**Routed metal, one colour a layer**

Two of the layers only.
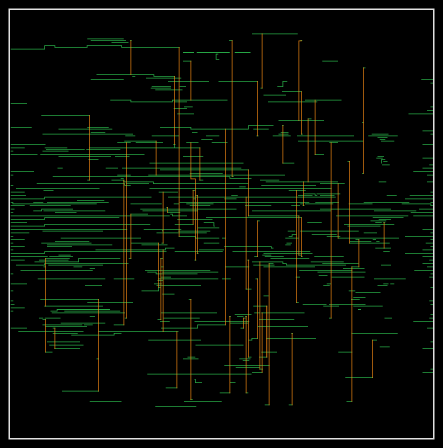
**Cells coloured by class**

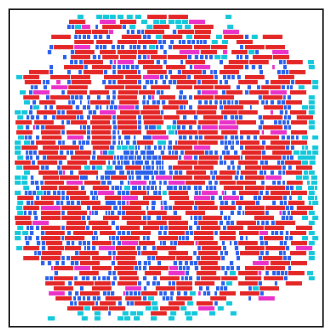
**Routed clock nets over the placement**

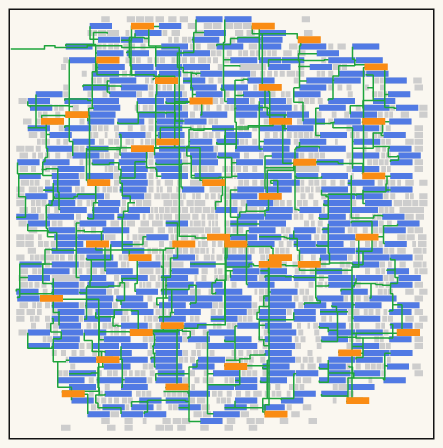
**Pin map**

Pins as bars across the die edge, other pins in grey.
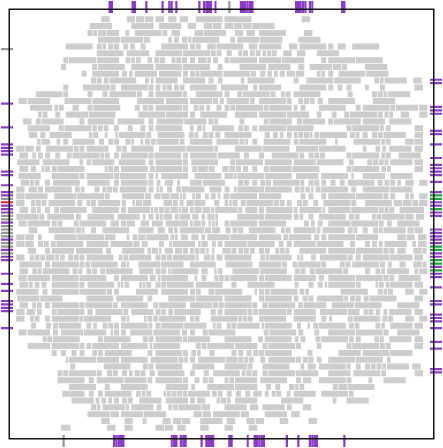
**Routing congestion**

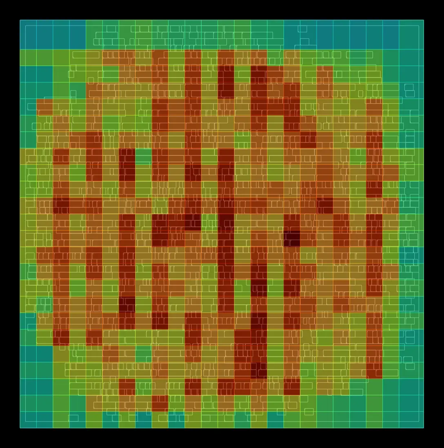
**src/rtl/assemble_block_pkg.sv**
```systemverilog
// Shared types for the byte-to-block packer and the downstream block streamer.
package assemble_block_pkg;

  localparam int         BLOCK_BYTES = 16;
  localparam logic [7:0] PAD_BYTE    = 8'h00;
  localparam logic [4:0] FULL_LEVEL  = 5'(BLOCK_BYTES);

  typedef logic [BLOCK_BYTES-1:0][7:0] block_t;

  typedef enum logic [1:0] {
    EMPTY,
    FILLING,
    FULL
  } slot_state_t;

  typedef enum logic {
    READY,
    HOLD
  } issue_state_t;

endpackage

```
**src/rtl/block_slot.sv**
```systemverilog
// One 16-byte block slot: byte write, pad-and-close, and free on issue.
module block_slot
  import assemble_block_pkg::*;
(
  input  logic        clk_in,
  input  logic        rst_in,
  input  logic        wr_en,
  input  logic [3:0]  wr_idx,
  input  logic [7:0]  wr_data,
  input  logic        close_en,
  input  logic [4:0]  pad_from,
  input  logic        free_en,
  output slot_state_t state,
  output block_t      data
);

  always_ff @(posedge clk_in or negedge rst_in) begin
    if (!rst_in) begin
      state <= EMPTY;
    end else if (free_en) begin
      state <= EMPTY;
    end else if (close_en) begin
      state <= FULL;
    end else if (wr_en) begin
      state <= FILLING;
    end
  end

  // NOTE: the byte storage is deliberately not reset; every byte is either written
  // or padded before the slot can become FULL, so stale contents are never issued.
  always_ff @(posedge clk_in) begin
    for (int i = 0; i < BLOCK_BYTES; i++) begin
      if (wr_en && (4'(i) == wr_idx)) begin
        data[i] <= wr_data;
      end else if (close_en && (5'(i) >= pad_from)) begin
        data[i] <= PAD_BYTE;
      end
    end
  end

endmodule

```
**src/rtl/assemble_block.sv**
```systemverilog
// Packs a ready/valid byte stream into 16-byte blocks held in two ping-pong slots
// and issues each full block to the streamer with a start pulse while it is idle.
module assemble_block
  import assemble_block_pkg::*;
(
  input  logic       clk_in,
  input  logic       rst_in,
  input  logic [7:0] byte_in,
  input  logic       byte_valid_in,
  output logic       byte_ready_out,
  input  logic       flush_in,
  input  logic       ds_idle_in,
  output block_t     block_out,
  output logic       start_out,
  output logic [4:0] fill_level_out,
  output logic [1:0] blocks_pending_out
);

  logic         wr_ptr;
  logic         rd_ptr;
  logic [4:0]   fill_level;
  logic [4:0]   new_level;
  logic         accept;
  logic         close;
  logic         issue_fire;
  issue_state_t issue_q;
  issue_state_t issue_next;
  slot_state_t  slot_state [2];
  block_t       slot_data  [2];

  assign byte_ready_out = (slot_state[wr_ptr] != FULL);
  assign accept         = byte_valid_in && byte_ready_out;
  assign new_level      = fill_level + 5'(accept);
  // A flush pads from the level after this cycle's byte; a 16th byte closes on its own.
  assign close          = (new_level == FULL_LEVEL) || (flush_in && (new_level != 5'd0));

  for (genvar s = 0; s < 2; s++) begin : g_slot
    block_slot u_slot (
      .clk_in   (clk_in),
      .rst_in   (rst_in),
      .wr_en    (accept && (wr_ptr == 1'(s))),
      .wr_idx   (fill_level[3:0]),
      .wr_data  (byte_in),
      .close_en (close && (wr_ptr == 1'(s))),
      .pad_from (new_level),
      .free_en  (issue_fire && (rd_ptr == 1'(s))),
      .state    (slot_state[s]),
      .data     (slot_data[s])
    );
  end

  // NOTE: every combinational output gets a default before the case, so no latch is inferred.
  always_comb begin
    issue_next = issue_q;
    issue_fire = 1'b0;
    case (issue_q)
      READY: begin
        if ((slot_state[rd_ptr] == FULL) && ds_idle_in) begin
          issue_fire = 1'b1;
          issue_next = HOLD;
        end
      end
      HOLD:    issue_next = READY;
      default: issue_next = READY;
    endcase
  end

  always_ff @(posedge clk_in or negedge rst_in) begin
    if (!rst_in) begin
      issue_q    <= READY;
      wr_ptr     <= 1'b0;
      rd_ptr     <= 1'b0;
      fill_level <= 5'd0;
      block_out  <= '0;
      start_out  <= 1'b0;
    end else begin
      issue_q    <= issue_next;
      start_out  <= issue_fire;
      fill_level <= close ? 5'd0 : new_level;
      if (close) begin
        wr_ptr <= ~wr_ptr;
      end
      if (issue_fire) begin
        block_out <= slot_data[rd_ptr];
        rd_ptr    <= ~rd_ptr;
      end
    end
  end

  assign fill_level_out     = fill_level;
  assign blocks_pending_out = 2'(slot_state[0] == FULL) + 2'(slot_state[1] == FULL);

endmodule

```
**config.mk**
```make
export PLATFORM = sky130hd
export DESIGN_NAME = assemble_block
export DESIGN_NICKNAME = d
export VERILOG_FILES = /design/src/rtl/assemble_block_pkg.sv /design/src/rtl/block_slot.sv /design/src/rtl/assemble_block.sv
export SDC_FILE = /design/constraint.sdc
export NUM_CORES = 1
export LEC_CHECK = 0
export CAP_MARGIN = 20
export CORE_AREA = 2 2 167 169
export CTS_CLUSTER_SIZE = 28
export DETAILED_ROUTE_END_ITERATION = 8
export DIE_AREA = 0 0 169 171
export PLACE_DENSITY = 0.84
export SYNTH_ARGS = -nofsm -noshare
export SYNTH_HDL_FRONTEND = slang
export SYNTH_SLANG_ARGS = --single-unit
```
**constraint.sdc**
```tcl
create_clock -name clk_in -period 7.8 [get_ports clk_in]
set_input_delay 0.78 -clock clk_in [delete_from_list [all_inputs] [get_ports clk_in]]
set_output_delay 0.78 -clock clk_in [all_outputs]
set_load 0.005 [all_outputs]
```
==> results.yml <==
# synthesis and place-and-route metrics
synth:
  top_area_cell: "edfxtp_1"
  ys_sh_mux_pct: 0
  yosys_warnings: 0
  synth-edff-count: 256
  synth_seq_share_pct: 67.88
  yosysMostFrequentCell: "o22ai_1"
  syn_area_per_cell_um2: 12.59
  simple_gate_area_share_pct: 12.57
  ys.flop_type: "edfxtp_1"
  ys_ff: 396
  synth.area.top_cells: "edfxtp_1 (47%), dfrtp_1 (21%), o22ai_1 (11%)"
clock_network:
  clock_sinks: 396
  clk_path_buf_depth: 3
  numCtsBuffers: 39
  cts_hold_buffers: 0
  tritoncts: "yes"
  cts_root_buffer: "clkbuf_16"
  htreeDepth: 2
routing:
  wl_met3_um: 4776
  wire_per_inst_um: 24.37
  ant_nets: 0
  remaining_drc_errors: 0
  routed.top_layer: "met5"
  first_iter_violations: 1390
  via_count: 11805
timing:
  slew_headroom_pct: 28.57
  hold_viol: 0
  rsz0062_at_grt: "no"
  fmaxAchievable_mhz: 244.9
  worst_pin_slew_ns: 1.071
  slew_viol_final: 0
  fin_tns_setup_ns: 0
final_layout:
  buffer_area_share_pct: 8.101
  area_delta_synth_final_pct: 17.11
  logic_gate_count: 799
  clk_share_pct: 6.610
  clkbuf_count: 53
  final_cell_mix: "o22ai_1 (283), and2_1 (259), edfxtp_1 (256)"
  dominant_cells: "flip-flops and latches"
  nFillCells: 1813
  nNonClkBuffers: 159
  final_design_area_no_fill_um2: 19310
  largest_reg_flops: 256
  ff_count: 396
power_and_ir_drop:
  seqPwrFrac_pct: 45.4
  swShare_pct: 34.35
  power.density_nw_per_um2: 460.5
  p_comb_share_pct: 33.4
  comb_power_uw: 2970
  leakage_uw: 0.007105
setup_path:
  arrival_ns: 4.23
  endpoint_kind: "flip-flop"
  reg2reg_depth: 11
  endpoint: "g_slot[1].u_slot.data[126]"
  crit_required_ns: 7.95
  worstSetupPathDepth: 11
  worst_r2r_endpoint: "g_slot[1].u_slot.data[126]"
  crit_start: "wr_ptr"
  cp_max_fo: 17
place:
  dp_hpwl_um: 24730
  dp_slack_ns: 3.351
floorplan:
  io_pins: 150
  die_w_um: 169
  chipArea_um2: 28900
  nWellTaps: 346
global_route:
  grt_pass1_wl_um: 65690
  antenna_found_initial: 1
  met2_usage_pct: 48.11
  use_met3_pct: 7.310
run_status:
  status: "completed"
flow_run:
  drv_cap: 0
hold_path:
  hold_class: "input pin to async pin"
## Picture notes: 'routed metal, one colour a layer'
layer	colour	wire length
metal 4	orange	1,650 um
metal 3	green	4,780 um

## Picture notes: 'cells coloured by class'
class	colour	cells
other buffers and delay cells	cyan	159
flops	red	396
clock drivers and dummy loads	magenta	71
combinational and other logic	blue	802

## Picture notes: 'routed clock nets over the placement'
[clock drivers] orange | count: 39
[clock wires] green | length: 4,370 um
[flip-flops] blue | count: 396
routed clock nets	40
flops lie	all over the die
Clock Power Share: 21.2%
Clock net power: 1880 uW
Clock Skew: 0.01200 ns
Latency at later pin: 0.53 ns

## Picture notes: 'pin map'
port	colour	pins	direction	edge
byte_in	green	8	input	east
flush_in	red	1	input	west
block_out	purple	128	output	40 east, 31 south, 30 north, 27 west
all pins by edge	48 east, 39 west, 32 south, 31 north

## Picture notes: 'routing congestion'
GRT busiest layer: met2
end-of-flow core utilization: 70.66%
met1 Resource Use GR: 39.82%

Power is estimated from default activity; no workload was simulated.
